==> run_1/pdn.png <==
Scale bar: 20 um. Pins as bars on the die edge. Tap cells in gray.
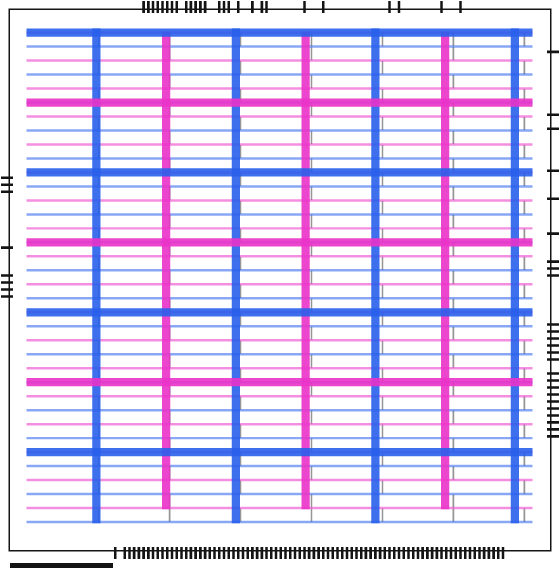
==> run_1/final_placement.png <==
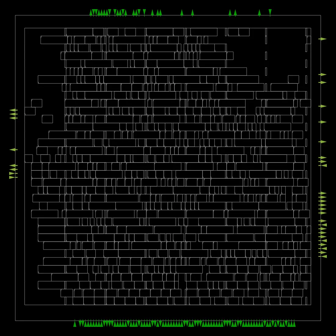
==> run_1/wire_density.png <==
The die is cut into 21 by 21 equal tiles; dark blue is low, red is high, scaled to the fullest tile. Values are wire area over tile area, all layers added.
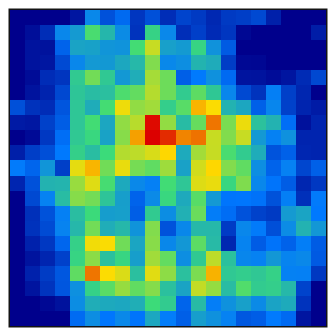
$ cat config.mk
export PLATFORM = sky130hd
export DESIGN_NAME = instr_encoder_loader
export DESIGN_NICKNAME = d
export VERILOG_FILES = /design/src/rtl/instr_encoder_loader.sv
export SDC_FILE = /design/constraint.sdc
export NUM_CORES = 1
export LEC_CHECK = 0
export CAP_MARGIN = 5
export CORE_MARGIN = 3
export CORE_UTILIZATION = 55
export CTS_BUF_LIST = sky130_fd_sc_hd__clkbuf_8
export DETAILED_ROUTE_END_ITERATION = 8
export GPL_ROUTABILITY_DRIVEN = 1
export MAX_ROUTING_LAYER = met4
export PLACE_DENSITY = 0.95
export SLEW_MARGIN = 10
export SYNTH_ARGS = -nofsm -noshare
export SYNTH_HDL_FRONTEND = slang
export SYNTH_SLANG_ARGS = --single-unit
$ cat constraint.sdc
create_clock -name clk -period 4.1 [get_ports clk]
set_input_delay 0.615 -clock clk [delete_from_list [all_inputs] [get_ports clk]]
set_output_delay 0.615 -clock clk [all_outputs]
set_load 0.05 [all_outputs]
$ cat src/rtl/instr_encoder_loader.sv
// instr_encoder_loader: packs decoded RV32I fields into words and streams them to instruction memory.
module instr_encoder_loader #(
    parameter int                ADDR_W    = 32,
    parameter logic [ADDR_W-1:0] BASE_ADDR = '0,
    parameter int                DEPTH     = 256
) (
    input  logic              clk,
    input  logic              rst_n,
    input  logic              start,
    input  logic              in_valid,
    output logic              in_ready,
    input  logic [2:0]        fmt,
    input  logic [6:0]        opcode,
    input  logic [4:0]        rd,
    input  logic [4:0]        rs1,
    input  logic [4:0]        rs2,
    input  logic [2:0]        funct3,
    input  logic [6:0]        funct7,
    input  logic [31:0]       imm,
    output logic              out_valid,
    input  logic              out_ready,
    output logic [31:0]       out_instr,
    output logic [ADDR_W-1:0] out_addr,
    output logic              done,
    output logic              err_fmt,
    output logic              err_align
);
    localparam int CW = $clog2(DEPTH + 1);
    typedef enum logic [1:0] {IDLE, RUN, FULL} state_t;
    state_t state, state_next;
    logic [ADDR_W-1:0] addr;
    logic [CW-1:0] issued;
    logic accept, legal, bj, last;
    logic [31:0] enc;
    assign in_ready = (state == RUN) && (!out_valid || out_ready) && !start;
    assign accept   = in_valid && in_ready;
    assign legal    = (fmt != 3'b100) && (fmt != 3'b111);
    assign bj       = (fmt == 3'b101) || (fmt == 3'b110);
    assign last     = issued == CW'(DEPTH - 1);
    // B/J layouts never carry imm[0]; a set bit 0 is flagged, not encoded
    assign enc = fmt == 3'b011 ? {funct7, rs2, rs1, funct3, rd, opcode} :
                 fmt == 3'b000 ? {imm[11:0], rs1, funct3, rd, opcode} :
                 fmt == 3'b001 ? {imm[11:5], rs2, rs1, funct3, imm[4:0], opcode} :
                 fmt == 3'b010 ? {imm[31:12], rd, opcode} :
                 fmt == 3'b101 ? {imm[12], imm[10:5], rs2, rs1, funct3, imm[4:1], imm[11], opcode} :
                                 {imm[20], imm[10:1], imm[11], imm[19:12], rd, opcode};
    always_comb begin
        state_next = state;
        if (start)
            state_next = RUN;
        else if (state == RUN && accept && last)
            state_next = FULL;
    end
    always_ff @(posedge clk or negedge rst_n) begin
        if (!rst_n)
            state <= IDLE;
        else
            state <= state_next;
    end
    always_ff @(posedge clk or negedge rst_n) begin
        if (!rst_n) begin
            addr      <= BASE_ADDR;
            issued    <= '0;
            out_valid <= 1'b0;
            out_instr <= '0;
            out_addr  <= BASE_ADDR;
            done      <= 1'b0;
            err_fmt   <= 1'b0;
            err_align <= 1'b0;
        end else if (start) begin
            addr      <= BASE_ADDR;
            issued    <= '0;
            out_valid <= 1'b0;
            done      <= 1'b0;
            err_fmt   <= 1'b0;
            err_align <= 1'b0;
        end else begin
            if (accept) begin
                issued <= issued + 1'b1;
                if (!legal)
                    err_fmt <= 1'b1;
                if (bj && imm[0])
                    err_align <= 1'b1;
            end
            if (accept && legal) begin
                out_valid <= 1'b1;
                out_instr <= enc;
                out_addr  <= addr;
                addr      <= addr + ADDR_W'(4);
            end else if (out_ready) begin
                out_valid <= 1'b0;
            end
            done <= (state == FULL) && !out_valid;
        end
    end
endmodule

==> metrics.cfg, run 1 <==
[drt]
postRouteAntennaNets=0
firstDrtPassIters=5
drcViolationCount=0
wl_per_cell_um=18.1
drt_iter0_markers=436

[finish]
buffers=144
n_sequential_cell=107
nNetsFinal=771
final_cell_area_mm2=0.00707
drive_above_1_share_pct=6.28
clk_share_pct=3.82
sh_comb_area_pct=35.4
buffer_area_share_pct=20.1
syn_to_final_growth_pct=31.1

[worst_setup_path]
critPathRequiredTime_ns=4.40
critPathCapture=addr[4]$_DFFE_PN0P_
critPathMaxStageDelay_ns=0.86
path_buffers=3
startpoint=fmt[2]
reg2reg_from=state[1]$_DFFE_PN0P_
cp-start-kind=input pin
cp_top_family=buffers and inverters
path_class=input pin to flop

[pwr]
p_switching_uw=888
pwr_density_cell_mw_per_mm2=388
p_int_mw=1.86
p_comb_share_pct=26.4
peakVddDrop_mv=0.202
seq_power_share_pct=42.9

[logic_synthesis]
yosysTopAreaCell=dfrtp_1
yosysWarnings=0
synth_cell_types=53
synth-main-ff-cell=dfrtp_1
synth_top_area_share_pct=49.6
ys_sh_aoi_pct=12.2
syn_area_per_cell_um2=9.30
yosysCellCount=580
ys_sh_xor_pct=1.48
netlist_area_mm2=0.00540
simple_gate_area_share_pct=24.1
netlist_top_cells_count=nand2_1, dfrtp_1, o21ai_0
ys_area_mm2=0.00540

[clock_network]
insertion_delay_ns=0.38
htree_levels=3
root_buffer=clkbuf_8
clkSinkCount=107
cts_tree=done
cts_resized=0
cts_setup_buffers=0
clockBufferDepth=2
hold_buffers=0
cts-buffers-inserted=9

[die]
io_pins=141
die_w_um=105
fp.dieH_um=105
die_area_mm2=0.0110

[job]
drv_cap=0
warnings=26

[sta]
min_period_ns=2.87
slew_headroom_pct=34.4
slew_viol_final=0
max_freq_ghz=0.349
worstMarginPinSlew_ns=0.984
final_hold_viol_count=0
worst_slack_ns=1.23
setup_violations=0
hold_slack_ns=0.386
setup_tns_ns=0

[status]
status=finished clean

[placed_design]
placed_area_mm2=0.00680
place_congestion=0.913
pre_cts_ws_ns=0.915

[global_route]
antenna_found_initial=1
track_usage_pct=28.4
grt_max_degree=88

Back to the opening pictures, pdn.png:
| color | net |
|---|---|
| blue | VSS |
| magenta | VDD |
rows: 35
met4 straps: 7
met5 straps: 7
signal pins: 141

Back to the opening pictures, final_placement.png:
sequential cell area share: 37.9%
fin util: 75.5%
filler instances: 616
floorplan core area: 0.00937 mm2
Tap Count: 129

Back to the opening pictures, wire_density.png:
emptiest ninth of the die: north-east
fullest tile: 0.72
nearly empty tiles: 11%

[run 1: state kept, by name (all words and copies together) (netlist names)]
register,flops
out_valid,1
done,1
err_fmt,1
issued,9
out_instr,32
addr,30
out_addr,30
state,2
err_align,1
[run 1: layer usage]
layer	vias to the layer above	track usage [%]	part of all wire (%)
li1	2256	-	-
met1	2406	33.6	37
met2	254	47.7	52
met3	67	4.01	6.3
met4	0	13.9	4.6
met5	-	-	0
[run 1: cells by family (layout without fill, tap and decap cells)]
family          Yosys count  in the layout
compound gates          105            105
xor+xnor                  7              7
fa+ha+maj                 3              3
buf+inv                  50            170
flops                   107            107
mux                      39             39
other cells               1              3
simple gates            268            268
[run 1: stage by stage]
| step | std cells | power [mW] |
|---|---|---|
| finish | 831 | 2.74 |
| global route | 831 | 2.84 |
| CTS | 830 | 2.76 |
| detailed placement | 814 | 1.92 |
| global placement | 814 | 1.89 |
| floorplan | 581 | 1.62 |
[run 1: cells in the final DEF, fill, tap and decap left out, types with 5 or more instances in the layout]
cell type,count
nand2_1,140
clkdlybuf4s50_1,136
dfrtp_1,107
o21ai_0,39
a21oi_1,31
nor2_1,29
mux2i_1,25
nand3_1,14
nand4_1,14
nor4_1,13
o31ai_1,12
or4_1,12
inv_1,10
nor2b_1,10
mux2_2,10
clkbuf_8,9
buf_4,8
and3_1,7
or3_1,7
xnor2_1,5
and4_1,5
[run 1: power by group through the flow]
stage / logic, mW / registers (mW) / clock network (mW)
floorplan: 0.163 / 1.46 / 0
global placement: 0.703 / 1.19 / 0
detailed placement: 0.723 / 1.20 / 0
CTS: 0.728 / 1.18 / 0.851
global route: 0.759 / 1.19 / 0.891
finish: 0.725 / 1.18 / 0.843
==> inputs of run 2 (changes only) <==
CORE_UTILIZATION = 51   (was 55)
PLACE_DENSITY = 0.9   (was 0.95)
clock period = 2.85 ns   (was 4.1 ns; I/O delays follow)
==> run_2/cell_classes.png <==
Fill, decap, tap and diode cells in gray.
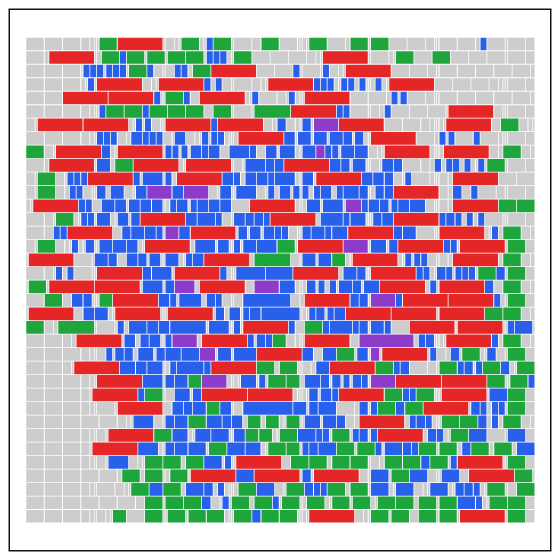
| color | class | cells | share of their area |
|---|---|---|---|
| blue | all other logic | 434 | 37% |
| red | flip-flops | 107 | 39% |
| green | other buffers and delay cells | 152 | 22% |
| purple | clock drivers and dummy loads | 16 | 2.9% |

==> run_2/wire_density.png <==
The die is cut into 22 by 22 equal tiles; dark blue is low, red is high, scaled to the fullest tile. Values are wire area over tile area, all layers added.
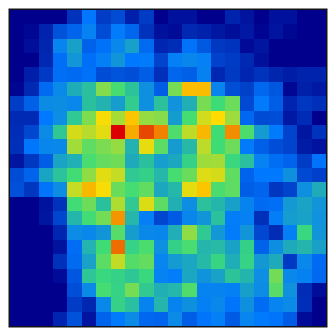
densest ninth of the die: center
mean over tiles: 0.21
emptiest ninth of the die: north-east
fullest tile: 0.73

==> run 2 against run 1 <==
Against the previous run: die area increased by 7.4%; sequential cell count unchanged; utilization decreased by 4.7 points; clock skew decreased by 0.0038 ns; area after synthesis unchanged; global-route usage decreased by 1.4 points; sequential share of layout area decreased by 0.19 points; sequential power increased by 43%; hold slack got worse by 0.27 ns; power increased by 35%.
==> metrics.cfg, run 2 <==
[sta]
slew_viol_final=0  ; unchanged
max_freq_ghz=0.430
worstMarginPinSlew_ns=0.788  ; -0.196 ns
slew_headroom_pct=47.5  ; +13 points
setup_violations=0  ; unchanged
min_period_ns=2.33
worst_slack_ns=0.524  ; -0.709 ns

[worst_setup_path]
critPathRequiredTime_ns=3.12  ; -1.28 ns
cp_top_family=simple AND/OR/NAND/NOR gates
cp-start-kind=input pin
path_buffers=1  ; -2
critPathMaxStageDelay_ns=0.55  ; -0.31 ns
path_class=input pin to flop

[logic_synthesis]
synth-main-ff-cell=dfrtp_1
synth_top_area_share_pct=49.6  ; unchanged
yosysCellCount=580  ; unchanged
ys_area_mm2=0.00540  ; unchanged
netlist_area_mm2=0.00540  ; unchanged
yosysTopAreaCell=dfrtp_1
syn_area_per_cell_um2=9.30  ; unchanged
yosysWarnings=0  ; unchanged

[finish]
largest_register_ffs=32  ; unchanged
finalNonFillerCells=842  ; +1.3%
finish.utilization_pct=70.8  ; -4.7 points
fill_cells=715  ; +16%
top_regs=out_instr (32), addr (30), out_addr (30)
final_cell_area_mm2=0.00711  ; +0.51%
syn_to_final_growth_pct=31.8
largest-register=out_instr

[die]
fp.dieH_um=109  ; +3.6%
die_w_um=109  ; +3.6%
io_pins=141  ; unchanged
die_area_mm2=0.0118  ; +7.4%
core_mm2=0.0100  ; +7.2%

[drt]
wl_met3_um=1050  ; +11%
firstDrtPassIters=5  ; unchanged
top_layer=met4
dr_wl_met2_um=7770  ; -0.24%
drcViolationCount=0  ; unchanged
postRouteAntennaNets=0  ; unchanged
drt_iter0_markers=502  ; +15%
wl_per_cell_um=17.7  ; -2.1%

[pwr]
pwr_density_cell_mw_per_mm2=522  ; +35%
peakVddDrop_mv=0.302  ; +49%

[placed_design]
placed_area_mm2=0.00691  ; +1.6%
place_inst=826  ; +1.5%
pre_cts_ws_ns=0.242  ; -0.673 ns

[clock_network]
root_buffer=clkbuf_8
clockBufferDepth=2  ; unchanged
cts-buffers-inserted=9  ; unchanged
clkSinkCount=107  ; unchanged
insertion_delay_ns=0.38  ; about the same
hold_buffers=0  ; unchanged
cts_setup_buffers=0  ; unchanged
htree_levels=3  ; unchanged

[job]
drv_cap=0  ; unchanged
warnings=26  ; unchanged

[status]
status=finished clean

[global_route]
antenna_found_initial=0  ; -1
grt_max_degree=63  ; -28%

## run 2: cell families after synthesis
group | share of synthesized area, %
simple gates | 24.1
flops | 49.6
compound gates | 12.2
buf+inv | 4.29
mux | 7.56
xor+xnor | 1.48
fa+ha+maj | 0.696
other cells | 0.0695
## run 2: power breakdown
part | internal, mW | total [mW] | switching (mW) | leakage [nW]
Clock | 0.415 | 0.967 | 0.553 | 0.102
Sequential | 1.63 | 1.69 | 0.0659 | 1.44
Combinational | 0.376 | 1.05 | 0.673 | 1.58
## run 2: final timing paths
path                                          start                        end  slack, ns  cells after the start
min reg2reg                out_addr[10]$_DFFE_PN0P_   out_addr[10]$_DFFE_PN0P_       0.48                      2
max in group asynchronous                     rst_n    out_addr[4]$_DFFE_PN0P_       2.00                      2
max                                           start       addr[26]$_DFFE_PN0P_       0.52                      5
max reg2reg                    state[1]$_DFFE_PN0P_       addr[26]$_DFFE_PN0P_       0.73                      4
min in group clk           out_addr[10]$_DFFE_PN0P_   out_addr[10]$_DFFE_PN0P_       0.48                      2
min                                           rst_n  out_instr[23]$_DFFE_PN0P_       0.11                      1
## run 2: per-layer routing
layer,track usage (%),up-vias
li1,-,2288
met1,33.7,2400
met2,45.2,257
met3,3.37,38
met4,9.65,0
met5,-,-
## run 2: area by class of cell
cell class | instances | area (um2) | share of cell area (%)
Clock buffer | 9 | 124 | 1.74
Clock inverter | 7 | 76.3 | 1.07
Inverter | 10 | 37.5 | 0.528
Multi-Input combinational cell | 424 | 2510 | 35.3
Sequential cell | 107 | 2680 | 37.7
Tap cell | 133 | 166 | 2.34
Timing Repair Buffer | 152 | 1520 | 21.4
## run 2: worst register-to-register path, delay by kind of cell, from the launching register on
family / cells / cell delay (ns)
and+or+nand+nor: 3 / 1.21
DFF: 1 / 0.43
muxes: 1 / 0.38
==> inputs of run 3 (changes only) <==
clock period = 2.3 ns   (was 2.85 ns; I/O delays follow)
==> run_3/final_placement.png <==
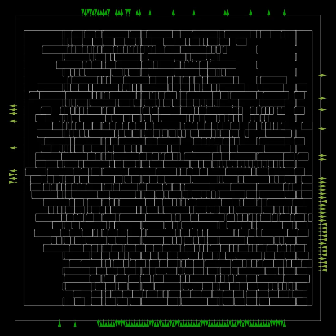
Non-Filler Instances: 856
floorplan core area: 0.0100 mm2
filler instances: 715
fin util: 71.9%

==> run_3/pdn.png <==
Scale bar: 20 um. Pins as bars on the die edge. Tap cells in gray.
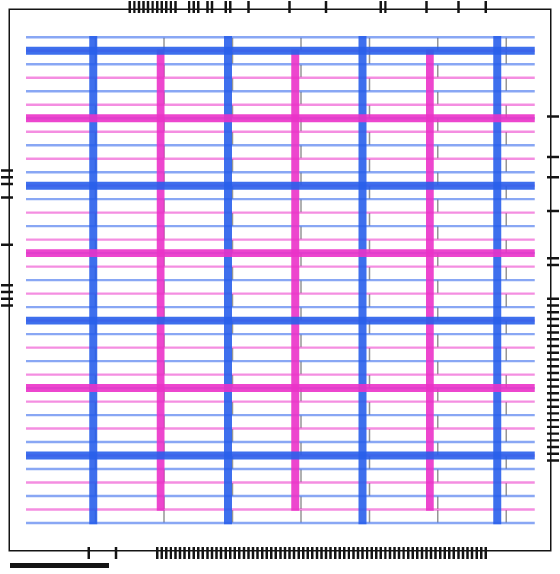
die height: 109 um
VDD IR-drop max: 0.415 mV

==> run 3 against run 2 <==
Against the previous run: hold slack improved by 0.31 ns; utilization is 1.2 points higher; via count hardly changed; clock-buffer cell count stayed put; combinational power rose by 27%; clock skew grew 0.0032 ns; first-iteration DRC count fell by 34%; highest routed layer unchanged.
==> metrics.cfg, run 3 <==
[sta]
slew_viol_final=0  ; unchanged
min_period_ns=2.04
slew_headroom_pct=61.5  ; +14 points
worst_slack_ns=0.265  ; -0.259 ns
setup_violations=0  ; unchanged
max_freq_ghz=0.491
rsz0062_at_grt=no
worstMarginPinSlew_ns=0.576  ; -0.212 ns

[global_route]
grt.overflow.total=0
grt_pass1_vias=4973
antenna_found_initial=0  ; unchanged
grt_max_degree=81  ; +29%

[logic_synthesis]
synth-main-ff-cell=dfrtp_1
most_common_cell=nand2_1
netlist_top_cells_count=nand2_1, dfrtp_1, o21ai_0
netlist_area_mm2=0.00540  ; unchanged
edf_count=0
yosysTopAreaCell=dfrtp_1
synthCells=580
synth_cell_types=53
yosysWarnings=0  ; unchanged
ys_area_mm2=0.00540  ; unchanged
yosysCellCount=580  ; unchanged
ys_seq_share_pct=49.6
synth_top_area_share_pct=49.6  ; unchanged
syn_area_per_cell_um2=9.30  ; unchanged
ys_async_sr_fraction_pct=100

[die]
die_w_um=109  ; unchanged
die_area_mm2=0.0118  ; unchanged
io_pins=141  ; unchanged

[worst_setup_path]
path_buffers=0  ; -1
cp_top_family=simple AND/OR/NAND/NOR gates
path_class=flop to flop
r2r_setup_slack_ns=0.26  ; -0.47 ns
crit_chain=and4_1 > or4b_1 > nor4_1 > mux2_1
startpoint=addr[10]$_DFFE_PN0P_
critPathRequiredTime_ns=2.56  ; -0.56 ns
reg2reg_to=addr[30]$_DFFE_PN0P_
critPathMaxStageDelay_ns=0.46  ; -0.09 ns
reg2reg_from=addr[10]$_DFFE_PN0P_
crit_cells=4  ; -1
critPathCapture=addr[30]$_DFFE_PN0P_
rr_worst_depth=4  ; unchanged
cp-start-kind=flop

[pwr]
pwr_density_cell_mw_per_mm2=625  ; +20%
p_leak_nw=3.18

[clock_network]
htree_levels=3  ; unchanged
root_buffer=clkbuf_8
clockBufferDepth=2  ; unchanged
cts_resized=0
clkSinkCount=107  ; unchanged
cts-buffers-inserted=9  ; unchanged
insertion_delay_ns=0.38  ; about the same
cts_tree=done
path_clk_slew_ns=0.11

[job]
drv_cap=0  ; unchanged
warnings=26  ; unchanged

[drt]
firstDrtPassIters=5  ; unchanged
drt_iter0_markers=332  ; -34%
wl_per_cell_um=16.9  ; -4.3%
postRouteAntennaNets=0  ; unchanged
wl_um=14500
vias=4984
viasPerCell=5.82
drcViolationCount=0  ; unchanged

[finish]
insertedDiodeCount=0
drive_above_1_share_pct=9.13
top_regs=out_instr (32), addr (30), out_addr (30)
largest-register=out_instr
largest_register_ffs=32  ; unchanged
layout_top_cells=nand2_1, clkdlybuf4s50_1, dfrtp_1
syn_to_final_growth_pct=33.9
layout_top_cell=nand2_1

[placed_design]
pre_cts_ws_ns=-0.0536  ; -0.295 ns
port_buffers=138

[hold_path]
hold_class=input pin to async pin

[status]
status=finished clean

run 3: cell type report:
type	count	area (um2)
Timing Repair Buffer	166	1650
Tap cell	133	166
Inverter	10	37.5
Clock buffer	9	124
Clock inverter	7	60.1
Multi-Input combinational cell	424	2510
Sequential cell	107	2680
Fill cell	715	2820
run 3: kinds of logic (layout without fill, tap and decap cells):
kind of cell / Yosys count / after routing / share of synthesized area [%]
AOI/OAI and AO/OA: 105 / 105 / 12.2
other: 1 / 2 / 0.0695
adders and majority gates: 3 / 3 / 0.696
and+or+nand+nor: 268 / 268 / 24.1
DFF: 107 / 107 / 49.6
buffers and inverters: 50 / 192 / 4.29
xor gates and xnor gates: 7 / 7 / 1.48
muxes: 39 / 39 / 7.56
run 3: repair_timing:
action / CTS / global route
hold buffers: 1 / 0
hold endpoints to repair: 27 / 0
setup buffers: 0 / 0
run 3: power breakdown:
group          switching [mW]  internal, mW
registers              0.0791          2.02
clock network           0.679         0.411
logic                   0.842         0.485
run 3: through the flow:
stage | setup TNS [ns] | cells | cell area [um2] | total power, mW
2_1_floorplan | 0 | 581 | 5410 | 2.89
3_3_place_gp | 0 | 839 | 7030 | 3.41
3_5_place_dp | -0.141 | 839 | 7030 | 3.46
4_1_cts | 0 | 856 | 7230 | 4.55
5_1_grt | 0 | 856 | 7230 | 4.69
6_report | 0 | 856 | 7230 | 4.51
run 3: worst register-to-register path, cell delays in order (launching register included):
cell	delay, ns
dfrtp_1	0.46
and4_1	0.35
or4b_1	0.45
nor4_1	0.31
mux2_1	0.35
run 3: routing by layer:
metal	GRT usage, %	share of wire, %	vias up
li1	-	-	2310
met5	-	0	-
met1	31.8	39	2421
met4	11.8	3.2	0
met2	44.0	52	210
met3	3.85	5.9	43

==> screenshots <==
Port wiring.
Scale bar: 20 um.
picture 1
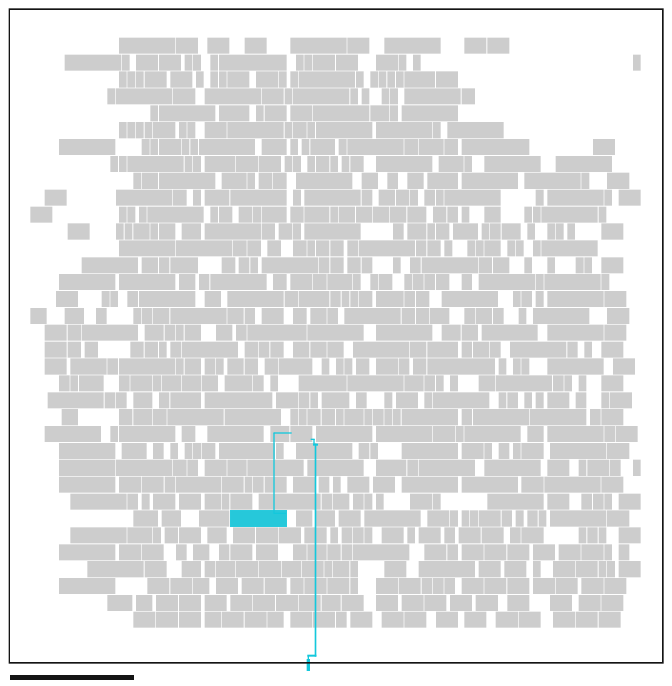
picture 2
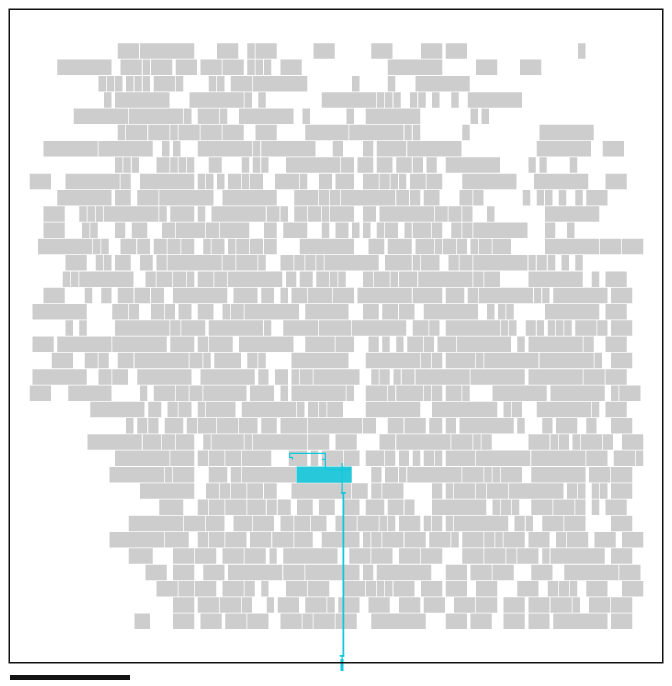
picture 1: run 1
picture 2: run 2

No activity file was given, so power comes from the tool's default toggle rates.
